==> src/rtl/id_ex_pipe_if.sv <==
// id_ex_pipe_if: bus between the ID stage / hazard unit and the ID/EX register.
// The master side (ID stage, hazard unit, bypass sources) drives every i_* signal.
// The slave side (id_ex_pipe) drives every o_* signal.
// There is no valid/ready handshake on this bus.
// The hazard unit stalls the register with i_ex_hold and i_id_ex_halt instead.
// o_bubble_cnt carries data only when ID_EX_BUBBLE_CNT_EN is defined.
interface id_ex_pipe_if #(
    parameter int XLEN = 32,
    parameter int AOPW = 4
);
    logic            i_id_ex_halt;
    logic            i_flush;
    logic            i_ex_hold;
    logic            i_frwd_alu_op1;
    logic            i_frwd_mem_op1;
    logic            i_frwd_alu_op2;
    logic            i_frwd_mem_op2;
    logic            i_id_valid;
    logic [XLEN-1:0] i_id_pc;
    logic [XLEN-1:0] i_id_rs1_data;
    logic [XLEN-1:0] i_id_rs2_data;
    logic [XLEN-1:0] i_id_imm;
    logic [AOPW-1:0] i_id_alu_op;
    logic [4:0]      i_id_rd_waddr;
    logic            i_id_rd_wen;
    logic            i_id_mem_ren;
    logic            i_id_mem_wen;
    logic [XLEN-1:0] i_alu_result;
    logic [XLEN-1:0] i_mem_result;
    logic            o_ex_valid;
    logic [XLEN-1:0] o_ex_pc;
    logic [XLEN-1:0] o_ex_op1;
    logic [XLEN-1:0] o_ex_op2;
    logic [XLEN-1:0] o_ex_imm;
    logic [AOPW-1:0] o_ex_alu_op;
    logic [4:0]      o_ex_rd_waddr;
    logic            o_ex_rd_wen;
    logic            o_ex_mem_ren;
    logic            o_ex_mem_wen;
    logic [31:0]     o_bubble_cnt;

    modport master (
        output i_id_ex_halt, i_flush, i_ex_hold,
        output i_frwd_alu_op1, i_frwd_mem_op1, i_frwd_alu_op2, i_frwd_mem_op2,
        output i_id_valid, i_id_pc, i_id_rs1_data, i_id_rs2_data, i_id_imm,
        output i_id_alu_op, i_id_rd_waddr, i_id_rd_wen, i_id_mem_ren, i_id_mem_wen,
        output i_alu_result, i_mem_result,
        input  o_ex_valid, o_ex_pc, o_ex_op1, o_ex_op2, o_ex_imm, o_ex_alu_op,
        input  o_ex_rd_waddr, o_ex_rd_wen, o_ex_mem_ren, o_ex_mem_wen, o_bubble_cnt
    );

    modport slave (
        input  i_id_ex_halt, i_flush, i_ex_hold,
        input  i_frwd_alu_op1, i_frwd_mem_op1, i_frwd_alu_op2, i_frwd_mem_op2,
        input  i_id_valid, i_id_pc, i_id_rs1_data, i_id_rs2_data, i_id_imm,
        input  i_id_alu_op, i_id_rd_waddr, i_id_rd_wen, i_id_mem_ren, i_id_mem_wen,
        input  i_alu_result, i_mem_result,
        output o_ex_valid, o_ex_pc, o_ex_op1, o_ex_op2, o_ex_imm, o_ex_alu_op,
        output o_ex_rd_waddr, o_ex_rd_wen, o_ex_mem_ren, o_ex_mem_wen, o_bubble_cnt
    );
endinterface

==> src/rtl/id_ex_pipe.sv <==
// id_ex_pipe: ID/EX pipeline register plus the EX operand forwarding muxes.
// The register update priority is: reset > flush > hold > halt > load.
// A flush or a halt inserts a bubble: valid, the control bits and the forward flags
// are cleared, and the data fields keep their old values.
// The operand forwarding muxes are combinational and read the registered forward flags.
// Optional macro ID_EX_BUBBLE_CNT_EN enables a counter of halt bubbles on o_bubble_cnt.
// Without the macro, o_bubble_cnt is tied to 0.
module id_ex_pipe #(
    parameter int XLEN = 32,
    parameter int AOPW = 4
) (
    input  logic         i_clk,
    input  logic         i_rst,
    id_ex_pipe_if.slave  bus
);
    logic            valid_q;
    logic [XLEN-1:0] pc_q;
    logic [XLEN-1:0] rs1_q;
    logic [XLEN-1:0] rs2_q;
    logic [XLEN-1:0] imm_q;
    logic [AOPW-1:0] alu_op_q;
    logic [4:0]      rd_waddr_q;
    logic            rd_wen_q;
    logic            mem_ren_q;
    logic            mem_wen_q;
    logic            fa1_q;
    logic            fm1_q;
    logic            fa2_q;
    logic            fm2_q;
    logic [XLEN-1:0] op1;
    logic [XLEN-1:0] op2;
    logic            halt_bubble;

    // A halt only creates a bubble when no flush and no hold take priority over it.
    assign halt_bubble = bus.i_id_ex_halt & ~bus.i_flush & ~bus.i_ex_hold;

    // Operand forwarding. The ALU result is the younger producer, so it wins over memory.
    always_comb begin
        op1 = rs1_q;
        op2 = rs2_q;
        if (fa1_q)      op1 = bus.i_alu_result;
        else if (fm1_q) op1 = bus.i_mem_result;
        if (fa2_q)      op2 = bus.i_alu_result;
        else if (fm2_q) op2 = bus.i_mem_result;
    end

    // ID/EX register: apply reset, flush, hold, halt bubble or load in priority order.
    always_ff @(posedge i_clk) begin
        if (i_rst) begin
            valid_q    <= 1'b0;
            pc_q       <= '0;
            rs1_q      <= '0;
            rs2_q      <= '0;
            imm_q      <= '0;
            alu_op_q   <= '0;
            rd_waddr_q <= '0;
            rd_wen_q   <= 1'b0;
            mem_ren_q  <= 1'b0;
            mem_wen_q  <= 1'b0;
            fa1_q      <= 1'b0;
            fm1_q      <= 1'b0;
            fa2_q      <= 1'b0;
            fm2_q      <= 1'b0;
        end else if (bus.i_flush || halt_bubble) begin
            valid_q   <= 1'b0;
            rd_wen_q  <= 1'b0;
            mem_ren_q <= 1'b0;
            mem_wen_q <= 1'b0;
            fa1_q     <= 1'b0;
            fm1_q     <= 1'b0;
            fa2_q     <= 1'b0;
            fm2_q     <= 1'b0;
        end else if (bus.i_ex_hold) begin
            // Store the forwarded value now, because the producer may move on
            // while this instruction is stalled.
            if (fa1_q || fm1_q) rs1_q <= op1;
            if (fa2_q || fm2_q) rs2_q <= op2;
            fa1_q <= 1'b0;
            fm1_q <= 1'b0;
            fa2_q <= 1'b0;
            fm2_q <= 1'b0;
        end else begin
            valid_q    <= bus.i_id_valid;
            pc_q       <= bus.i_id_pc;
            rs1_q      <= bus.i_id_rs1_data;
            rs2_q      <= bus.i_id_rs2_data;
            imm_q      <= bus.i_id_imm;
            alu_op_q   <= bus.i_id_alu_op;
            rd_waddr_q <= bus.i_id_rd_waddr;
            rd_wen_q   <= bus.i_id_rd_wen  & bus.i_id_valid;
            mem_ren_q  <= bus.i_id_mem_ren & bus.i_id_valid;
            mem_wen_q  <= bus.i_id_mem_wen & bus.i_id_valid;
            fa1_q      <= bus.i_frwd_alu_op1;
            fm1_q      <= bus.i_frwd_mem_op1;
            fa2_q      <= bus.i_frwd_alu_op2;
            fm2_q      <= bus.i_frwd_mem_op2;
        end
    end

`ifdef ID_EX_BUBBLE_CNT_EN
    logic [31:0] bubble_cnt_q;

    // Count the halt bubbles. Flushes are not counted, and the counter wraps naturally.
    always_ff @(posedge i_clk) begin
        if (i_rst)            bubble_cnt_q <= '0;
        else if (halt_bubble) bubble_cnt_q <= bubble_cnt_q + 32'd1;
    end

    assign bus.o_bubble_cnt = bubble_cnt_q;
`else
    assign bus.o_bubble_cnt = 32'd0;
`endif

    assign bus.o_ex_valid    = valid_q;
    assign bus.o_ex_pc       = pc_q;
    assign bus.o_ex_op1      = op1;
    assign bus.o_ex_op2      = op2;
    assign bus.o_ex_imm      = imm_q;
    assign bus.o_ex_alu_op   = alu_op_q;
    assign bus.o_ex_rd_waddr = rd_waddr_q;
    assign bus.o_ex_rd_wen   = rd_wen_q  & valid_q;
    assign bus.o_ex_mem_ren  = mem_ren_q & valid_q;
    assign bus.o_ex_mem_wen  = mem_wen_q & valid_q;
endmodule

==> src/flat_wrapper.sv <==
// flat-port wrapper written by rule: the top's interface ports become plain ports
module id_ex_pipe_flat 
#(
    parameter int XLEN = 32,
    parameter int AOPW = 4
)
  (i_clk, i_rst, bus_i_id_ex_halt, bus_i_flush, bus_i_ex_hold, bus_i_frwd_alu_op1, bus_i_frwd_mem_op1, bus_i_frwd_alu_op2, bus_i_frwd_mem_op2, bus_i_id_valid, bus_i_id_pc, bus_i_id_rs1_data, bus_i_id_rs2_data, bus_i_id_imm, bus_i_id_alu_op, bus_i_id_rd_waddr, bus_i_id_rd_wen, bus_i_id_mem_ren, bus_i_id_mem_wen, bus_i_alu_result, bus_i_mem_result, bus_o_ex_valid, bus_o_ex_pc, bus_o_ex_op1, bus_o_ex_op2, bus_o_ex_imm, bus_o_ex_alu_op, bus_o_ex_rd_waddr, bus_o_ex_rd_wen, bus_o_ex_mem_ren, bus_o_ex_mem_wen, bus_o_bubble_cnt);
  id_ex_pipe_if #(.XLEN(XLEN), .AOPW(AOPW)) bus_i ();
  input  logic i_clk;
  input  logic i_rst;
  input wire logic [$bits(bus_i.i_id_ex_halt)-1:0] bus_i_id_ex_halt;
  input wire logic [$bits(bus_i.i_flush)-1:0] bus_i_flush;
  input wire logic [$bits(bus_i.i_ex_hold)-1:0] bus_i_ex_hold;
  input wire logic [$bits(bus_i.i_frwd_alu_op1)-1:0] bus_i_frwd_alu_op1;
  input wire logic [$bits(bus_i.i_frwd_mem_op1)-1:0] bus_i_frwd_mem_op1;
  input wire logic [$bits(bus_i.i_frwd_alu_op2)-1:0] bus_i_frwd_alu_op2;
  input wire logic [$bits(bus_i.i_frwd_mem_op2)-1:0] bus_i_frwd_mem_op2;
  input wire logic [$bits(bus_i.i_id_valid)-1:0] bus_i_id_valid;
  input wire logic [$bits(bus_i.i_id_pc)-1:0] bus_i_id_pc;
  input wire logic [$bits(bus_i.i_id_rs1_data)-1:0] bus_i_id_rs1_data;
  input wire logic [$bits(bus_i.i_id_rs2_data)-1:0] bus_i_id_rs2_data;
  input wire logic [$bits(bus_i.i_id_imm)-1:0] bus_i_id_imm;
  input wire logic [$bits(bus_i.i_id_alu_op)-1:0] bus_i_id_alu_op;
  input wire logic [$bits(bus_i.i_id_rd_waddr)-1:0] bus_i_id_rd_waddr;
  input wire logic [$bits(bus_i.i_id_rd_wen)-1:0] bus_i_id_rd_wen;
  input wire logic [$bits(bus_i.i_id_mem_ren)-1:0] bus_i_id_mem_ren;
  input wire logic [$bits(bus_i.i_id_mem_wen)-1:0] bus_i_id_mem_wen;
  input wire logic [$bits(bus_i.i_alu_result)-1:0] bus_i_alu_result;
  input wire logic [$bits(bus_i.i_mem_result)-1:0] bus_i_mem_result;
  output wire logic [$bits(bus_i.o_ex_valid)-1:0] bus_o_ex_valid;
  output wire logic [$bits(bus_i.o_ex_pc)-1:0] bus_o_ex_pc;
  output wire logic [$bits(bus_i.o_ex_op1)-1:0] bus_o_ex_op1;
  output wire logic [$bits(bus_i.o_ex_op2)-1:0] bus_o_ex_op2;
  output wire logic [$bits(bus_i.o_ex_imm)-1:0] bus_o_ex_imm;
  output wire logic [$bits(bus_i.o_ex_alu_op)-1:0] bus_o_ex_alu_op;
  output wire logic [$bits(bus_i.o_ex_rd_waddr)-1:0] bus_o_ex_rd_waddr;
  output wire logic [$bits(bus_i.o_ex_rd_wen)-1:0] bus_o_ex_rd_wen;
  output wire logic [$bits(bus_i.o_ex_mem_ren)-1:0] bus_o_ex_mem_ren;
  output wire logic [$bits(bus_i.o_ex_mem_wen)-1:0] bus_o_ex_mem_wen;
  output wire logic [$bits(bus_i.o_bubble_cnt)-1:0] bus_o_bubble_cnt;
  assign bus_i.i_id_ex_halt = bus_i_id_ex_halt;
  assign bus_i.i_flush = bus_i_flush;
  assign bus_i.i_ex_hold = bus_i_ex_hold;
  assign bus_i.i_frwd_alu_op1 = bus_i_frwd_alu_op1;
  assign bus_i.i_frwd_mem_op1 = bus_i_frwd_mem_op1;
  assign bus_i.i_frwd_alu_op2 = bus_i_frwd_alu_op2;
  assign bus_i.i_frwd_mem_op2 = bus_i_frwd_mem_op2;
  assign bus_i.i_id_valid = bus_i_id_valid;
  assign bus_i.i_id_pc = bus_i_id_pc;
  assign bus_i.i_id_rs1_data = bus_i_id_rs1_data;
  assign bus_i.i_id_rs2_data = bus_i_id_rs2_data;
  assign bus_i.i_id_imm = bus_i_id_imm;
  assign bus_i.i_id_alu_op = bus_i_id_alu_op;
  assign bus_i.i_id_rd_waddr = bus_i_id_rd_waddr;
  assign bus_i.i_id_rd_wen = bus_i_id_rd_wen;
  assign bus_i.i_id_mem_ren = bus_i_id_mem_ren;
  assign bus_i.i_id_mem_wen = bus_i_id_mem_wen;
  assign bus_i.i_alu_result = bus_i_alu_result;
  assign bus_i.i_mem_result = bus_i_mem_result;
  assign bus_o_ex_valid = bus_i.o_ex_valid;
  assign bus_o_ex_pc = bus_i.o_ex_pc;
  assign bus_o_ex_op1 = bus_i.o_ex_op1;
  assign bus_o_ex_op2 = bus_i.o_ex_op2;
  assign bus_o_ex_imm = bus_i.o_ex_imm;
  assign bus_o_ex_alu_op = bus_i.o_ex_alu_op;
  assign bus_o_ex_rd_waddr = bus_i.o_ex_rd_waddr;
  assign bus_o_ex_rd_wen = bus_i.o_ex_rd_wen;
  assign bus_o_ex_mem_ren = bus_i.o_ex_mem_ren;
  assign bus_o_ex_mem_wen = bus_i.o_ex_mem_wen;
  assign bus_o_bubble_cnt = bus_i.o_bubble_cnt;
  id_ex_pipe #(.XLEN(XLEN), .AOPW(AOPW)) u_core (.i_clk(i_clk), .i_rst(i_rst), .bus(bus_i));
endmodule
==> config.mk <==
export PLATFORM = sky130hd
export DESIGN_NAME = id_ex_pipe_flat
export DESIGN_NICKNAME = d
export VERILOG_FILES = /design/src/rtl/id_ex_pipe_if.sv /design/src/rtl/id_ex_pipe.sv /design/src/flat_wrapper.sv
export SDC_FILE = /design/constraint.sdc
export NUM_CORES = 1
export LEC_CHECK = 0
export CAP_MARGIN = 30
export CELL_PAD_IN_SITES_DETAIL_PLACEMENT = 2
export CELL_PAD_IN_SITES_GLOBAL_PLACEMENT = 2
export CORE_ASPECT_RATIO = 0.9
export CORE_MARGIN = 1.5
export CORE_UTILIZATION = 23
export DETAILED_ROUTE_END_ITERATION = 8
export PLACE_DENSITY = 0.82
export SLEW_MARGIN = 20
export SYNTH_ARGS = -nofsm -noshare
export SYNTH_HDL_FRONTEND = slang
export SYNTH_SLANG_ARGS = --single-unit
==> constraint.sdc <==
create_clock -name i_clk -period 2.3 [get_ports i_clk]
set_input_delay 0.46 -clock i_clk [delete_from_list [all_inputs] [get_ports i_clk]]
set_output_delay 0.46 -clock i_clk [all_outputs]
set_load 0.02 [all_outputs]
Cell classes on the final placement:
The bar under the picture is 50 um long.
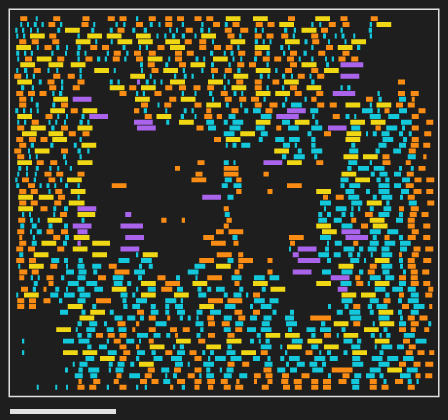
- other buffers and delay cells: orange (cells 410; share of their area 33%)
- all other logic: cyan (cells 667; share of their area 39%)
- flip-flops: yellow (cells 145; share of their area 23%)
- clock drivers and dummy loads: purple (cells 29; share of their area 5.2%)
final core occ: 37.9%
area of the core: 0.0351 mm^2
Seq/total area: 21.9%

Signal wires by layer:
The bar under the picture is 50 um long. Two of the layers only.
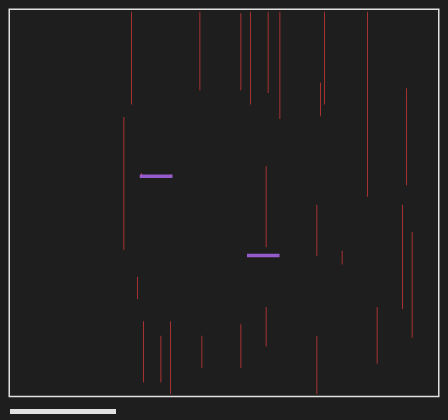
- met4: red (wire length 873 um)
- met5: purple (wire length 27.6 um)

==> run summary <==
Figures from the flow reports.

Routing:
- The count of nets left with antenna violations once routing finished came out at 0.
- The run gives the uppermost layer routed as met5.
- The run puts the detailed-route wire length at 41000 um.
- The first detailed-routing pass ran for 6 iterations.
- The detailed router reports a met2 wire length of 20600 um.

Finish:
- The run puts the multi-input logic cell count at 664.
- The run gives the area share of buffers outside the clock network as 31.3%.
- The run gives the number of nets at the end of the flow as 1455.
- 0 antenna diodes ended up in the layout.
- The run gives the tally of filler cells in the layout as 3852.
- Among logic cells in the layout, the one with the most instances is sky130_fd_sc_hd__clkdlybuf4s50_1.
- The final layout contains a sequential cell count of 145.
- The run puts the fraction of final layout cells sized beyond drive strength 1 at 28.3%.
- The run puts the inverter count at 3.
- The run gives the share of cell area taken by multi-input logic gates as 37.4%.
- The top cell types in the final layout, fill and taps aside, are sky130_fd_sc_hd__clkdlybuf4s50_1 (288), sky130_fd_sc_hd__nand2_1 (179), sky130_fd_sc_hd__dfxtp_1 (141).

Timing:
- The final critical path takes up 101% of the cycle.
- The run gives the worst hold slack as 0.412 ns.
- The run puts the final number of max-transition violations at 0.
- In the final report, the number of endpoints failing setup comes to 6.
- For the final routed database, the setup TNS stands at -0.0736 ns.
- Between clock sinks in the finished design, the worst skew comes to 0.0107 ns.
- The run gives the final worst slack as -0.0164 ns.

Power:
- The run gives the share of total power in combinational logic as 24.5%.
- The run gives the standby leakage power as 0.00496 uW.
- The run puts the internal power component at 5680 uW.
- The run gives the areal power density over the cells as 592 mW/mm^2.
- The run gives the switching fraction of total power as 27.9%.
- The run gives the largest voltage drop on the vdd net as 0.000489 V.

Die:
- The run gives the count of pins on the block boundary as 387.
- The run gives the die area as 0.0368 mm^2.
- The run puts the well tap count at 469.
- The run puts the overall die height at 182 um.

Status:
- The flow ran to the end, but the final reports show violations.
- The final reports fail on setup timing.

Synth:
- The run puts the sequential element share of the synthesized area at 35.4%.
- Yosys mapped a number of flops with a built-in enable equal to 0.
- Ranked by total cell area, the synthesized netlist is headed by sky130_fd_sc_hd__dfxtp_1 (35%), sky130_fd_sc_hd__mux2_2 (18%), sky130_fd_sc_hd__nand2_1 (8.2%).
- The number of cells reported by Yosys stat comes to 915.
- The run gives the synthesized-area fraction occupied by and/or/nand/nor cells as 12.4%.
- The run gives the dominant kind of combinational cell as AND-OR/OR-AND gates.

Clock tree:
- As reported, the later end of the worst-skew pair has a clock insertion delay of 0.43 ns.
- The run puts the quantity of hold-fixing buffers added after cts at 0.
- Per the CTS log, the buffer count on the longest clock path is 2.
- For this design, the sink count on the clock tree is 145.

Setup path:
- The run puts the data required time at the worst endpoint at 1.84 ns.
- The run gives the worst setup path endpoint as bus_o_ex_op1[14].
- Per STA, the startpoint of the critical path is u_core.fm1_q.
- The run puts the critical path depth in cells at 5.
- The run gives the startpoint of the most critical register-to-register path as u_core.fa2_q.
- The run gives the endpoint class of the critical path as a primary output.

GRT:
- The run gives the fraction of met2 tracks used by global routing as 38.0%.
- The via count of the first global-routing pass came to 9685.
- The run puts the first-pass GRT wire length at 60400 um.

Place:
- The run gives the half-perimeter wire length after detailed placement as 27500 um.
- OpenSTA, run right after detailed placement, puts the worst setup slack at -0.240 ns.

Hold path:
- The run gives the startpoint of the lowest-slack hold path as i_rst.
- The run gives the classification of the worst-slack hold path as in2reg.
Track usage over the die:
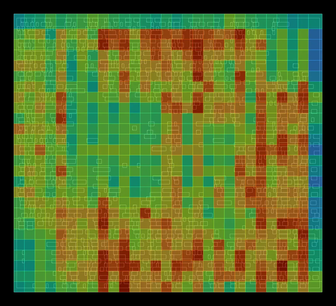
wire length per cell: 23.8 um
met1 Track Usage GR: 25.7%
GRT Util Overall: 21.4%
met3 Track Usage GR: 4.68%

-- registers in the layout, summed over array words and instances (netlist names) --
register / count
u_core.bus.o_ex_rd_waddr: 5
u_core.fm2_q: 1
u_core.rs2_q: 32
u_core.mem_wen_q: 1
u_core.fm1_q: 1
u_core.bus.o_ex_alu_op: 4
u_core.bus.o_ex_imm: 32
u_core.rs1_q: 32
u_core.fa1_q: 1
u_core.bus.o_ex_pc: 32
u_core.fa2_q: 1
u_core.mem_ren_q: 1
u_core.bus.o_ex_valid: 1
u_core.rd_wen_q: 1
-- power groups by stage --
stage          clock [uW]  sequential (uW)  combinational (uW)
6_report             3240             2710                1930
2_1_floorplan           0             2790                 906
4_1_cts              3360             2700                1880
5_1_grt              3440             2720                2040
3_3_place_gp            0             2750                1800
3_5_place_dp            0             2760                1840
Power and IR drop assume default switching activity.
